**src/rtl/instr_fifo_dispatch.sv**
```systemverilog
// Two independent show-ahead instruction queues feeding two valid/ready execution lanes.
// Define DISPATCH_STATS_EN to add occupancy high-water marks and per-lane stall counters.
module instr_fifo_dispatch #(
  parameter int unsigned DEPTH = 4,
  parameter int unsigned WIDTH = 32,
  localparam int unsigned CNT_W = $clog2(DEPTH + 1)
) (
  input  logic             clk,
  input  logic             rst,
  input  logic [WIDTH-1:0] instr_in,
  input  logic             fifo1_en,
  input  logic             fifo2_en,
  output logic             fifo1_full,
  output logic             fifo2_full,
  output logic [WIDTH-1:0] lane1_instr,
  output logic             lane1_valid,
  input  logic             lane1_ready,
  output logic [WIDTH-1:0] lane2_instr,
  output logic             lane2_valid,
  input  logic             lane2_ready,
  output logic [CNT_W-1:0] fifo1_count,
  output logic [CNT_W-1:0] fifo2_count,
`ifdef DISPATCH_STATS_EN
  output logic [CNT_W-1:0] hwm1,
  output logic [CNT_W-1:0] hwm2,
  output logic [15:0]      stall1,
  output logic [15:0]      stall2,
`endif
  output logic             err_ovf
);

  localparam int unsigned PTR_W = $clog2(DEPTH);

  logic [WIDTH-1:0] mem_q    [2][DEPTH];
  logic [PTR_W-1:0] wr_ptr_q [2];
  logic [PTR_W-1:0] rd_ptr_q [2];
  logic [CNT_W-1:0] count_q  [2];
  logic [WIDTH-1:0] head     [2];
  logic             err_ovf_q;

  logic [1:0] en;
  logic [1:0] rdy;
  logic [1:0] full;
  logic [1:0] valid;
  logic [1:0] push;
  logic [1:0] pop;
  logic       both_en;
  logic       ovf_set;

  always_comb begin
    en      = {fifo2_en, fifo1_en};
    rdy     = {lane2_ready, lane1_ready};
    both_en = fifo1_en & fifo2_en;
    full    = '0;
    valid   = '0;
    push    = '0;
    pop     = '0;
    for (int q = 0; q < 2; q++) begin
      full[q]  = (count_q[q] == CNT_W'(DEPTH));
      valid[q] = (count_q[q] != '0);
      // A push into a full queue is rejected even if that queue pops this cycle.
      push[q]  = en[q] & ~both_en & ~full[q];
      pop[q]   = valid[q] & rdy[q];
      head[q]  = valid[q] ? mem_q[q][rd_ptr_q[q]] : '0;
    end
    ovf_set = both_en | (fifo1_en & full[0]) | (fifo2_en & full[1]);
  end

  always_ff @(posedge clk) begin
    for (int q = 0; q < 2; q++) begin
      if (push[q]) mem_q[q][wr_ptr_q[q]] <= instr_in;
    end
  end

  always_ff @(posedge clk or posedge rst) begin
    if (rst) begin
      for (int q = 0; q < 2; q++) begin
        wr_ptr_q[q] <= '0;
        rd_ptr_q[q] <= '0;
        count_q[q]  <= '0;
      end
      err_ovf_q <= 1'b0;
    end else begin
      for (int q = 0; q < 2; q++) begin
        if (push[q]) wr_ptr_q[q] <= wr_ptr_q[q] + PTR_W'(1);
        if (pop[q])  rd_ptr_q[q] <= rd_ptr_q[q] + PTR_W'(1);
        count_q[q] <= count_q[q] + CNT_W'(push[q]) - CNT_W'(pop[q]);
      end
      if (ovf_set) err_ovf_q <= 1'b1;
    end
  end

`ifdef DISPATCH_STATS_EN
  logic [CNT_W-1:0] hwm_q   [2];
  logic [15:0]      stall_q [2];

  always_ff @(posedge clk or posedge rst) begin
    if (rst) begin
      for (int q = 0; q < 2; q++) begin
        hwm_q[q]   <= '0;
        stall_q[q] <= '0;
      end
    end else begin
      for (int q = 0; q < 2; q++) begin
        if (count_q[q] > hwm_q[q]) hwm_q[q] <= count_q[q];
        if (valid[q] && !rdy[q] && stall_q[q] != 16'hFFFF) stall_q[q] <= stall_q[q] + 16'd1;
      end
    end
  end

  assign hwm1   = hwm_q[0];
  assign hwm2   = hwm_q[1];
  assign stall1 = stall_q[0];
  assign stall2 = stall_q[1];
`endif

  assign fifo1_full  = full[0];
  assign fifo2_full  = full[1];
  assign lane1_valid = valid[0];
  assign lane2_valid = valid[1];
  assign lane1_instr = head[0];
  assign lane2_instr = head[1];
  assign fifo1_count = count_q[0];
  assign fifo2_count = count_q[1];
  assign err_ovf     = err_ovf_q;

endmodule

```
**config.mk**
```make
export PLATFORM = sky130hd
export DESIGN_NAME = instr_fifo_dispatch
export DESIGN_NICKNAME = d
export VERILOG_FILES = /design/src/rtl/instr_fifo_dispatch.sv
export SDC_FILE = /design/constraint.sdc
export NUM_CORES = 1
export LEC_CHECK = 0
export ABC_CLOCK_PERIOD_IN_PS = 2100
export CAP_MARGIN = 20
export CORE_AREA = 2 2 149 151
export CTS_CLUSTER_SIZE = 14
export DETAILED_ROUTE_END_ITERATION = 10
export DIE_AREA = 0 0 151 153
export PLACE_DENSITY = 0.75
export SYNTH_ARGS = -nofsm -noshare
export SYNTH_HDL_FRONTEND = slang
export SYNTH_SLANG_ARGS = --single-unit
```
**constraint.sdc**
```tcl
create_clock -name clk -period 2.1 [get_ports clk]
set_input_delay 0.42 -clock clk [delete_from_list [all_inputs] [get_ports clk]]
set_output_delay 0.42 -clock clk [all_outputs]
set_load 0.01 [all_outputs]
```
==> results.cfg, run 1 <==
; flow metrics
[synth]
yosysWarnings = 0
synth.distinct_cells = 21
netlist_area_sq_mm = 0.0106
largest_area_cell = edfxtp_1
synth-async-reset-ratio_pct = 5.54
syn_nets = 535
top_cell = edfxtp_1
ys_seq_elements = 271

[setup_path]
start_kind = register
cp.arrival_ns = 2.09
cp_top_family = buffers and inverters
path_buffers = 4
r2r_setup_slack_ns = -0.18
crit_slowest_cell = mux4_2
crit_path_frequent_cell = buf_12
crit_start = rd_ptr_q[2]$_DFFE_PP0P_

[run_status]
violations = setup timing
status = complete, but fails checks

[drt]
finalWirelength_microns = 23400
drt_first_iter_violations = 389
num_vias = 5357
first_pass_iters = 4
ant_nets = 0
vias_per_cell = 5.42

[clock_network]
cts.htree.levels = 1
path_clk_slew_ns = 0.07
cts.sink_count = 271
cts.path.max_buffers = 3
clock-root-buffer = clkbuf_16

[timing]
drv_slew = 0
fin_ws_ns = -0.411
fin_crit_ns = 2.51
relSlewSlack_pct = 57.7
setup_violations = 70
clock_skew_ns = 0.0213

[placed_design]
dp_cells = 896
placed_cell_area_sq_mm = 0.0126

[floorplanning]
pin_count = 113
die_w_microns = 151
initCoreUtil_pct = 49.5

[finish]
fin_util_pct = 66.3
areaGrowthSynthToFinish_pct = 33.9

[global_route]
first_global_vias = 5802
grt_overflow = 0

[power]
p_sw_share_pct = 28.7
run 1: placed cells by master (no fill, tap or decap), drive strengths merged:
master	count
nor2	1
or3	2
ha	12
clkdlybuf4s50	44
clkinv	11
nor3	1
xor2	4
edfxtp	256
nor3b	4
and2	74
nand3	2
inv	14
mux4	64
dfrtp	15
mux2	2
clkbuf	34
buf	157
a211oi	1
clkinvlp	1
xnor2	6
fa	2
bufinv	1
bufbuf	1
run 1: kinds of logic (layout without fill, tap and decap cells):
kind of cell    count (synthesis)  in the layout  synth area share, %
buf+inv                        37            263                 2.43
simple gates                   84             84                 5.11
compound gates                  1              1               0.0705
flops                         271            271                 75.7
xor+xnor                       10             10                0.823
fa+ha+maj                      14             14                 1.79
mux                            66             66                 14.0
run 1: through the flow:
stage	power (uW)	TNS, ns	setup WS [ns]
final	21000	-21.24	-0.411
after detailed placement	14300	-9.96	-0.399
after global placement	14200	-7.25	-0.297
after global routing	21800	-24.89	-0.462
after CTS	20800	-23.06	-0.442
after floorplan	10900	-0.174	-0.174
run 1: registers in the layout, summed over array words and instances (netlist names):
| signal | count |
|---|---|
| err_ovf | 1 |
| rd_ptr_q | 4 |
| fifo1_count | 3 |
| wr_ptr_q | 4 |
| mem_q | 256 |
| fifo2_count | 3 |
run 1: power groups by stage:
stage / combinational, uW / clock, uW / sequential [uW]
2_1_floorplan: 3920 / 0 / 6950
3_3_place_gp: 7210 / 0 / 6940
3_5_place_dp: 7330 / 0 / 6990
4_1_cts: 9530 / 4400 / 6890
5_1_grt: 10300 / 4640 / 6940
6_report: 9680 / 4390 / 6890
run 1: cell type report:
cell class	instances	area [sq um]
fill	1337	7240
clock inverter	14	97.6
sequential	271	8070
tap	280	350
clock buffer	32	694
multi-input combinational	175	2540
timing repair buffer	204	2440
inverter	13	51.3
run 1: worst register-to-register path: cells and delay by family (launching register included):
family | cells | cell delay [ns]
and+or+nand+nor | 2 | 0.69
xor gates and xnor gates | 2 | 0.29
DFF | 1 | 0.40
adders and majority gates | 3 | 0.75
buffers and inverters | 1 | 0.04
run 1: what timing repair did:
| item | CTS | global route |
|---|---|---|
| buffers inserted | 34 | 17 |
| hold buffers | 0 | 0 |
| pin swaps | 55 | 14 |
| cloned | 9 | 0 |
| resized | 411 | 42 |
| endpoints found under the setup margin | 69 | 110 |
run 1: how the worst max path moves through the flow:
stage	end	slack, ns	cells past startpoint
after global placement	fifo2_count[2]$_DFF_PP0_	-0.30	9
after detailed placement	fifo2_count[2]$_DFF_PP0_	-0.40	9
final	lane1_instr[18]	-0.41	6
after CTS	lane2_instr[26]	-0.44	6
after floorplan	fifo2_count[2]$_DFF_PP0_	-0.17	9
after global routing	lane2_instr[8]	-0.46	6
run 1: routing by layer:
metal	routed length, microns	GRT usage [%]	share of wire, %
met4	584	5.92	2.5
met2	11900	34.9	51
met3	1690	3.61	7.2
met5	0	0	0
met1	9160	28.1	39
### Sequential cells grouped by signal name, run 1

Other sequential cells in the stronger gray, the rest of the logic in the fainter gray.
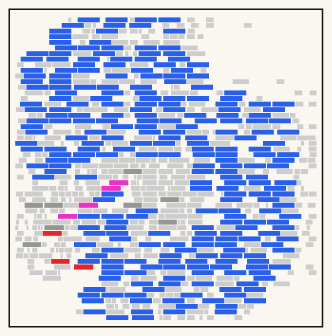
Blue marks mem_q, sequential cells 256, where widely spread. Red marks fifo1_count, sequential cells 3. Magenta marks rd_ptr_q, sequential cells 4.
Another 8 sequential cells are not colored.

### Met3 routing, run 1

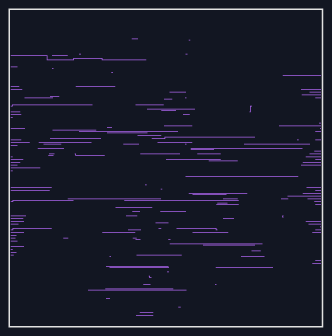
The wires run mostly horizontal. The longest straight run is 55.2 microns.

### Port wiring, run 1

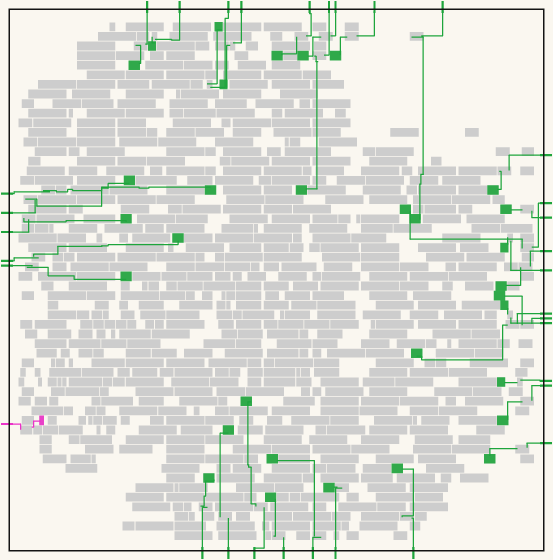
Green marks lane2_instr, bits 32, direction output, edge 11 right, 9 top, 7 bottom, 5 left, end cells 32, buffers 32, wire 966 microns. Magenta marks rst, bits 1, direction input, edge left, end cells 1, buffers 1, wire 8.20 microns.

### Cell outlines without signal wires, run 1

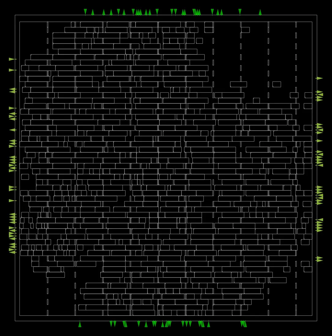
tap cell count: 280
flop share of the area: 56.6%
Core Region: 0.0215 sq mm

### Routed metal per tile, run 1

30 x 31 tiles, from black (low) to pale yellow (high), scaled to the fullest tile. Values are wire area over tile area, all layers added.
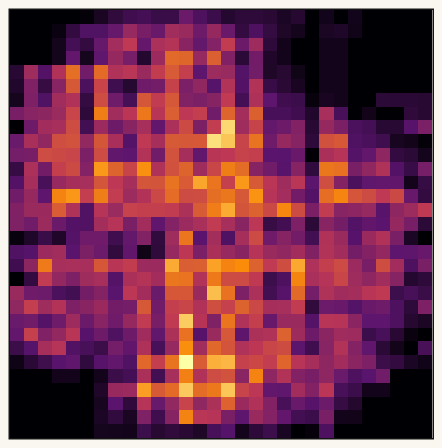

==> inputs of run 2 (changes only) <==
- CORE_AREA: 2 2 149 151 -> 2 2 206 208
- DIE_AREA: 0 0 151 153 -> 0 0 208 210
- PLACE_DENSITY: 0.75 -> 0.45
### Routed metal per tile, run 2

21 x 21 tiles, from black (low) to pale yellow (high), scaled to the fullest tile. Values are wire area over tile area, all layers added.
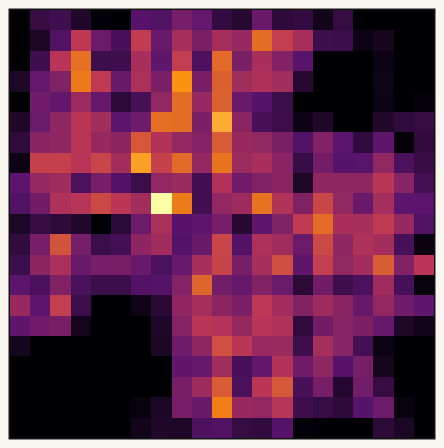
The mean over all tiles is 0.093. The fullest tile reaches 0.36. 10% of the tiles are over half the peak. 19% of the tiles are nearly empty.

==> results.cfg, run 2 <==
; flow metrics
[run_status]
status = complete, but fails checks
violations = setup timing

[setup_path]
cp.arrival_ns = 2.10
crit_start = rd_ptr_q[2]$_DFFE_PP0P_
cp_top_family = flip-flops
start_kind = register
cp_num_cells = 5

[placed_design]
place_ws_ns = -0.434
dp_cells = 1164
placed_cell_area_sq_mm = 0.0130

[synth]
ys_seq_elements = 271
largest_area_cell = edfxtp_1
synth-async-reset-ratio_pct = 5.54

[finish]
fin_util_pct = 35.2

[drt]
ant_nets = 0
first_pass_iters = 4

[clock_network]
postCtsHoldBufs = 0

[timing]
fin_ws_ns = -0.415
fin_crit_ns = 2.52
setup_violations = 67
drv_slew = 0
### Met3 routing, run 2

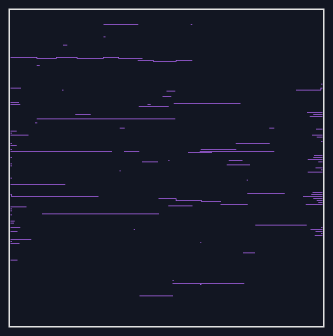
The layer carries 1210 microns of wire. The longest straight run is 91.8 microns. The wires run mostly horizontal. 69 nets have wire on it. The layer holds 4.6% of the routed length.
Vias: 5236
WL final: 26100 microns
met3 Use GR: 2.46%

## run 2: cell counts after synthesis
No cell type changed its count.
## run 2: kinds of logic (layout without fill, tap and decap cells)
| kind of cell | count (synthesis) | count (layout) | share of synthesized area, % |
|---|---|---|---|
| muxes | 66 | 66 | 14.0 |
| and+or+nand+nor | 84 | 84 | 5.11 |
| adders and majority gates | 14 | 14 | 1.79 |
| DFF | 271 | 271 | 75.7 |
| other | 0 | 1 | 0 |
| xor gates and xnor gates | 10 | 10 | 0.823 |
| AOI/OAI and AO/OA | 1 | 1 | 0.0705 |
| buffers and inverters | 37 | 257 | 2.43 |
## run 2: worst min path at each step
stage,from,end,slack [ns],cells after the start
2_1_floorplan,rst,err_ovf$_DFFE_PP0P_,0.32,1
3_3_place_gp,err_ovf$_DFFE_PP0P_,err_ovf$_DFFE_PP0P_,0.52,2
3_5_place_dp,err_ovf$_DFFE_PP0P_,err_ovf$_DFFE_PP0P_,0.56,2
4_1_cts,rst,err_ovf$_DFFE_PP0P_,0.25,2
5_1_grt,rst,err_ovf$_DFFE_PP0P_,0.31,2
6_report,rst,err_ovf$_DFFE_PP0P_,0.26,2
## run 2: per-layer routing
| layer | track usage (%) | share of wire (%) |
|---|---|---|
| met3 | 2.46 | 4.6 |
| met5 | 0 | 0.031 |
| met2 | 21.4 | 51 |
| met1 | 15.1 | 42 |
| met4 | 3.01 | 2.0 |
## run 2: power breakdown
part / internal, uW / total, uW / switching, uW
combinational: 5700 / 9500 / 3800
clock: 2980 / 5100 / 2120
sequential: 6660 / 6910 / 257
total: 15300 / 21500 / 6180
## run 2: layout make-up
type	count	area (sq um)	share of cell area, %
clock inverter	17	150	1.03
tap	539	674	4.62
multi-input combinational	175	2540	17.4
timing repair buffer	189	2280	15.6
antenna	1	2.50	0.0172
inverter	13	48.8	0.335
clock buffer	38	812	5.57
sequential	271	8080	55.4
## run 2: stage by stage
| step | total power, uW | hold WS (ns) |
|---|---|---|
| global placement | 14700 | 0.515 |
| global route | 22600 | 0.314 |
| detailed placement | 14900 | 0.557 |
| CTS | 21700 | 0.254 |
| finish | 21500 | 0.259 |
| floorplan | 10900 | 0.321 |
## run 2: what timing repair did
item / 4_1_cts / 5_1_grt
endpoints found under the setup margin: 72 / 70
pin swaps: 65 / 12
resized: 414 / 39
setup buffers: 19 / 8
gates cloned: 5 / 0
Power and IR drop assume default switching activity.
